==> images/met2.png <==
Scale: 6 px per um.
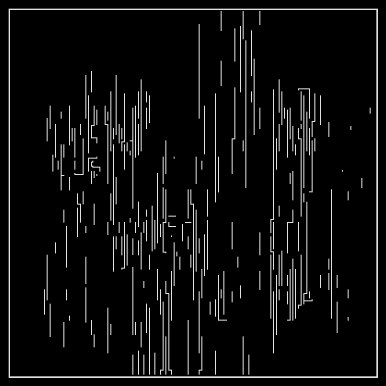
==> images/zoom.png <==
Window x 18 to 43, y 18 to 43 um. Cells in grey, sequential cells in the stronger grey; small squares are vias.
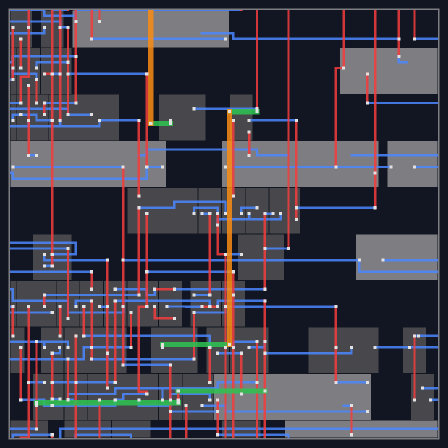
==> images/final_congestion.png <==
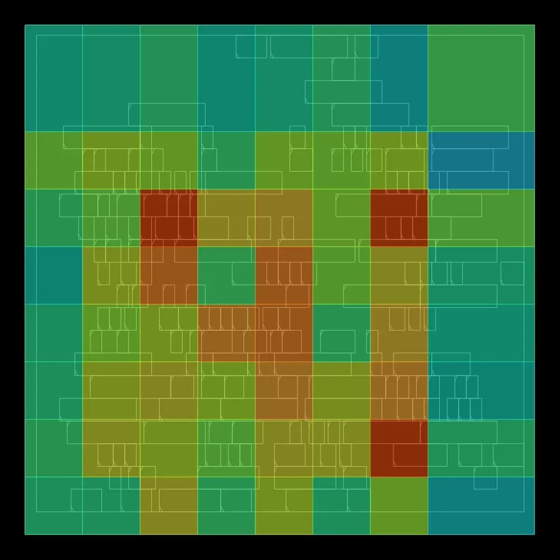
### config.mk
export PLATFORM = sky130hd
export DESIGN_NAME = crp_response_reader
export DESIGN_NICKNAME = d
export VERILOG_FILES = /design/src/rtl/crp_response_reader.sv
export SDC_FILE = /design/constraint.sdc
export NUM_CORES = 1
export LEC_CHECK = 0
export ABC_AREA = 1
export CAP_MARGIN = 25
export CELL_PAD_IN_SITES_DETAIL_PLACEMENT = 0
export CELL_PAD_IN_SITES_GLOBAL_PLACEMENT = 1
export CORE_MARGIN = 1
export CORE_UTILIZATION = 36
export DETAILED_ROUTE_END_ITERATION = 10
export PLACE_DENSITY = 0.8
export SYNTH_ARGS = -nofsm -noshare
export SYNTH_HDL_FRONTEND = slang
export SYNTH_SLANG_ARGS = --single-unit
### constraint.sdc
create_clock -name clk -period 1.55 [get_ports clk]
set_clock_uncertainty 0.05 [all_clocks]
set_input_delay 0.2325 -clock clk [delete_from_list [all_inputs] [get_ports clk]]
set_output_delay 0.2325 -clock clk [all_outputs]
set_load 0.05 [all_outputs]
### src/rtl/crp_response_reader.sv
// Reader-side sequencer for the PUF challenge/response path: arms, settles,
// samples and majority-votes the PUF response, then hands it off downstream.
module crp_response_reader #(
    parameter int CW      = 3,
    parameter int ARM_CYC = 2,
    parameter int SETTLE  = 8,
    parameter int NSAMP   = 7
) (
    input  logic                       clk,
    input  logic                       clear,
    input  logic                       start,
    input  logic [CW-1:0]              C_in,
    output logic                       busy,
    output logic [CW-1:0]              puf_C,
    output logic                       puf_arm,
    input  logic                       puf_resp,
    output logic                       resp_valid,
    input  logic                       resp_ready,
    output logic                       resp,
    output logic [CW-1:0]              resp_C,
    output logic                       resp_stable,
    output logic [$clog2(NSAMP+1)-1:0] ones
);

    localparam int OW   = $clog2(NSAMP + 1);
    localparam int TMAX = (ARM_CYC > SETTLE) ? ARM_CYC : SETTLE;
    localparam int TW   = $clog2(TMAX + 1);

    typedef enum logic [2:0] {
        ST_IDLE,
        ST_ARM,
        ST_SETTLE,
        ST_SAMPLE,
        ST_DONE
    } state_t;

    state_t        state_q;
    logic [TW-1:0] tmr_q;
    logic [OW-1:0] smp_q;
    logic [OW-1:0] ones_q;
    logic [CW-1:0] puf_C_q;
    logic [CW-1:0] resp_C_q;
    logic          busy_q;
    logic          arm_q;
    logic          valid_q;
    logic          resp_q;
    logic          stable_q;
    logic          sync1_q;
    logic          sync2_q;

    logic [OW-1:0] ones_d;
    logic [OW-1:0] smp_d;

    // Count including the sample taken on the closing SAMPLE edge
    assign ones_d = ones_q + OW'(sync2_q);
    assign smp_d  = smp_q + OW'(1);

    always_ff @(posedge clk or negedge clear) begin
        if (!clear) begin
            state_q  <= ST_IDLE;
            tmr_q    <= '0;
            smp_q    <= '0;
            ones_q   <= '0;
            puf_C_q  <= '0;
            resp_C_q <= '0;
            busy_q   <= 1'b0;
            arm_q    <= 1'b0;
            valid_q  <= 1'b0;
            resp_q   <= 1'b0;
            stable_q <= 1'b0;
            sync1_q  <= 1'b0;
            sync2_q  <= 1'b0;
        end else begin
            sync1_q <= puf_resp;
            sync2_q <= sync1_q;
            unique case (state_q)
                ST_IDLE: begin
                    if (start) begin
                        state_q  <= ST_ARM;
                        puf_C_q  <= C_in;
                        resp_C_q <= C_in;
                        ones_q   <= '0;
                        smp_q    <= '0;
                        busy_q   <= 1'b1;
                        arm_q    <= 1'b1;
                        tmr_q    <= TW'(ARM_CYC - 1);
                    end
                end
                ST_ARM: begin
                    if (tmr_q == '0) begin
                        state_q <= ST_SETTLE;
                        arm_q   <= 1'b0;
                        tmr_q   <= TW'(SETTLE - 1);
                    end else begin
                        tmr_q <= tmr_q - TW'(1);
                    end
                end
                ST_SETTLE: begin
                    if (tmr_q == '0) begin
                        state_q <= ST_SAMPLE;
                    end else begin
                        tmr_q <= tmr_q - TW'(1);
                    end
                end
                ST_SAMPLE: begin
                    ones_q <= ones_d;
                    smp_q  <= smp_d;
                    if (smp_d == OW'(NSAMP)) begin
                        state_q  <= ST_DONE;
                        valid_q  <= 1'b1;
                        resp_q   <= (ones_d > OW'(NSAMP / 2));
                        stable_q <= (ones_d == '0) || (ones_d == OW'(NSAMP));
                    end else begin
                        state_q <= ST_ARM;
                        arm_q   <= 1'b1;
                        tmr_q   <= TW'(ARM_CYC - 1);
                    end
                end
                ST_DONE: begin
                    if (resp_ready) begin
                        state_q <= ST_IDLE;
                        busy_q  <= 1'b0;
                        valid_q <= 1'b0;
                    end
                end
                default: state_q <= ST_IDLE;
            endcase
        end
    end

    assign busy        = busy_q;
    assign puf_C       = puf_C_q;
    assign puf_arm     = arm_q;
    assign resp_valid  = valid_q;
    assign resp        = resp_q;
    assign resp_C      = resp_C_q;
    assign resp_stable = stable_q;
    assign ones        = ones_q;

endmodule
==> job_summary.md <==
### Metrics collected by this job

| Metric | Value |
|---|---|
| Most frequent logic cell in the layout | nand2_1 |
| Most frequent cell after synthesis | nand2_1 |
| Type of element launching the critical path | register |
| Number of cells in Yosys stat | around 160 |
| Clk buf depth | 2 |
| Fmax | 697 MHz |
| CTS tree | built |
| Busiest grt layer | met2 |
| Worst-margin pin slew | approximately 310 ps |
| Most frequent cells after synthesis | nand2_1 (53), dfrtp_1 (23), inv_1 (16) |
| HP Class | input port to asynchronous set/reset pin |
| YS chip area | between 0.001 and 0.0015 sq mm |
| Endpoints failing setup | 0 |
| Final Hold Fails | 0 |
| First-pass iteration count of the detailed router | 4 |
| Max cap viols | 0 |
| M2 GR Usage | about a quarter |
| Critical Path Start | ones[0] |
| Yosys warning total | 0 |
| Core Area | 0.00334 sq mm |
| Wire length on met2 | between 1 and 1.5 mm |
| Latency at later pin | 320 ps |
| Vias | 1,047 |
| Asr flop ratio synth | 100% |
| Routed Antenna Nets | 0 |
| GP Congestion | 0.756 |
| N_diodes | 0 |
| Sequential fraction of the synthesis area | 45.8% |
| Post-synth EDFFs | 0 |
| Synth cell types | 24 |
| Cells on worst reg2reg path | 7 |
| Drt drc | 0 |
| CP Capture Type | register |
| Antenna violations before repair | 0 |
| Vias in the first global route | about 980 |
| Met3 routed WL | ~66 um |
| Maximum VDD drop | 0.00103 V |
| IO Port Bufs | 21 |
| Routed length on met1 | 1.24 mm |
| Max Used Layer | met4 |
| Synthesized area | 0.00126 sq mm |
| Number of max-slew violations in the final report | 0 |
| Tmin final | 1430 ps |
| Worst path bufs/invs | 0 |
| Area growth, synth to finish | 31.6% |
| CP max stage cell | dfrtp_2 |
| Die area | 0.00373 sq mm |
| Class of the most critical setup path | register to register |
| Avg Inst Size Synth | slightly above 8 sq um |
| Initial DRC count | ~46 |
| Clock slew at reported path FFs | 130 ps |
| Delay-heaviest family, CP | flip-flops |
| WHS | between 200 and 250 ps |
| Cts hold-fix bufs | 0 |
| Total power | 3450 uW |
| Clock Sink Count | 23 |
| R2R Path End | resp_stable |
| Net Count, Synth | ~170 |
| Largest net degree at the start of global routing | 24 |
| First-pass GRT wire length | 4.31 mm |
| Top cells excl fill/tap | nand2_1 (53), dfrtp_1 (21), inv_1 (15), o21ai_0 (12) |
| Synth Instances | 156 |
| Crit-path max FO | 3 |
| Fp_density | 37.6% |
| Setup TNS Final | 0 ps |
| Final Cycle Share | 92.6% |
| Status | finished clean |
| Critical path data arrival time | around 1700 ps |
| Congestion Overflow GR | 0 |
| Crit-path cells | ha_1, ha_1, xor2_2, nand3_1, o21ai_0, nand2_1, nand2_1 |
| Total Wirelength | 2.48 mm |
| LEAKAGE | around 0.00086 uW |
| Reg2Reg Launch Point | ones[0] |
| Largest stage delay on the critical path | 450 ps |
| Vias per inst | 4.59 |
| Synth top area share | 45.8% |
| Die height | 61.1 um |
| R2R Setup Slk | 120 ps |
| RSZ-0062 raised after global routing | yes |
| Number of fillers in the final layout | 325 |
| Die W | approximately 60 um |
| Share of layout cells above drive strength 1 | between 20% and 30% |
| Top cells by area | dfrtp_1 (46%), nand2_1 (16%), ha_1 (6.0%) |
| I/O Pins | 22 |
| Main flop type | dfrtp_1 |
| Tool Warnings | 29 |
| Synth area leader | dfrtp_1 |
| Nets | 197 |
| Core Rows | 21 |
| CTS buffer count | 3 |
| Crit path required time | 1760 ps |
| Power Density | about 2100 mW/mm^2 |
| Post-DP HPWL | between 1.5 and 2 mm |
| Yosys reg bits | 23 |
| Slew HR | about four fifths |
| H-tree depth | 1 |
| CTS root buffer | clkbuf_4 |
About met2.png:
157 nets have wire on it. The layer carries 1,140 um of wire. The wires run mostly vertical. The layer holds 46% of the routed length. The longest straight run is 24.5 um.

About zoom.png:
met3: shown in green. met2: shown in red. met4: shown in orange. met1: shown in blue.
Most frequent: nand2_1 (12), dfrtp_1 (5). Netlist names of flops here include tmr_q (2). 43 logic cells have their middle in the window. Sequential cells in the window: 6.

About final_congestion.png:
total track usage: 15.5%
GR Util met1: 21.4%
Wirelength per Cell: 10.9 um
met3 Usage GRT: 2.52%

cell type report:
type / instances / area, sq um / share of cell area (%)
Tap cell: 46 / 57.6 / 3.48
Clock inverter: 1 / 5.00 / 0.303
Inverter: 19 / 71.3 / 4.31
Timing Repair Buffer: 26 / 325 / 19.7
Sequential cell: 23 / 578 / 35.0
Multi-Input combinational cell: 110 / 593 / 35.9
Clock buffer: 3 / 22.5 / 1.36
report_power, final:
part           switching [uW]  internal, uW  total [uW]  leakage (uW)
combinational            1230           858        2090      0.000555
clock                     189          96.5         285     0.0000177
sequential                256           813        1070      0.000285
total                    1680          1770        3450      0.000857
state kept, by name (all words and copies together) (netlist names):
register     cells
tmr_q            4
resp_valid       1
puf_arm          1
state_q          3
busy             1
resp_C           3
resp_stable      1
ones             3
sync2_q          1
sync1_q          1
smp_q            3
resp             1
through the flow:
step / setup slack, ps / cells / util (%) / cell area (sq um)
finish: 115 / 228 / 49.5 / 1650
global route: -2.61 / 228 / 49.5 / 1650
CTS: 50.9 / 226 / 48.5 / 1620
detailed placement: 93.6 / 222 / 47.7 / 1590
global placement: 120 / 222 / 47.7 / 1590
floorplan: 41.9 / 156 / - / 1260
repair_timing:
action,in CTS,in global routing
setup buffers,0,2
setup endpoints to repair,0,8
gates resized,0,6
worst max path at each step:
stage / to / slack, ps / cells past startpoint
2_1_floorplan: resp_stable / 40 / 7
3_3_place_gp: tmr_q[2] / 120 / 6
3_5_place_dp: resp_stable / 90 / 7
4_1_cts: resp_stable / 50 / 7
5_1_grt: resp_stable / -3 / 7
6_report: resp_stable / 120 / 7
logic make-up after synthesis:
logic type	count (synthesis)	synth area share, %
xor+xnor	2	1.39
flops	23	45.8
simple gates	83	30.5
buf+inv	23	8.37
compound gates	19	7.97
fa+ha+maj	6	5.98
Power and IR drop assume default switching activity.
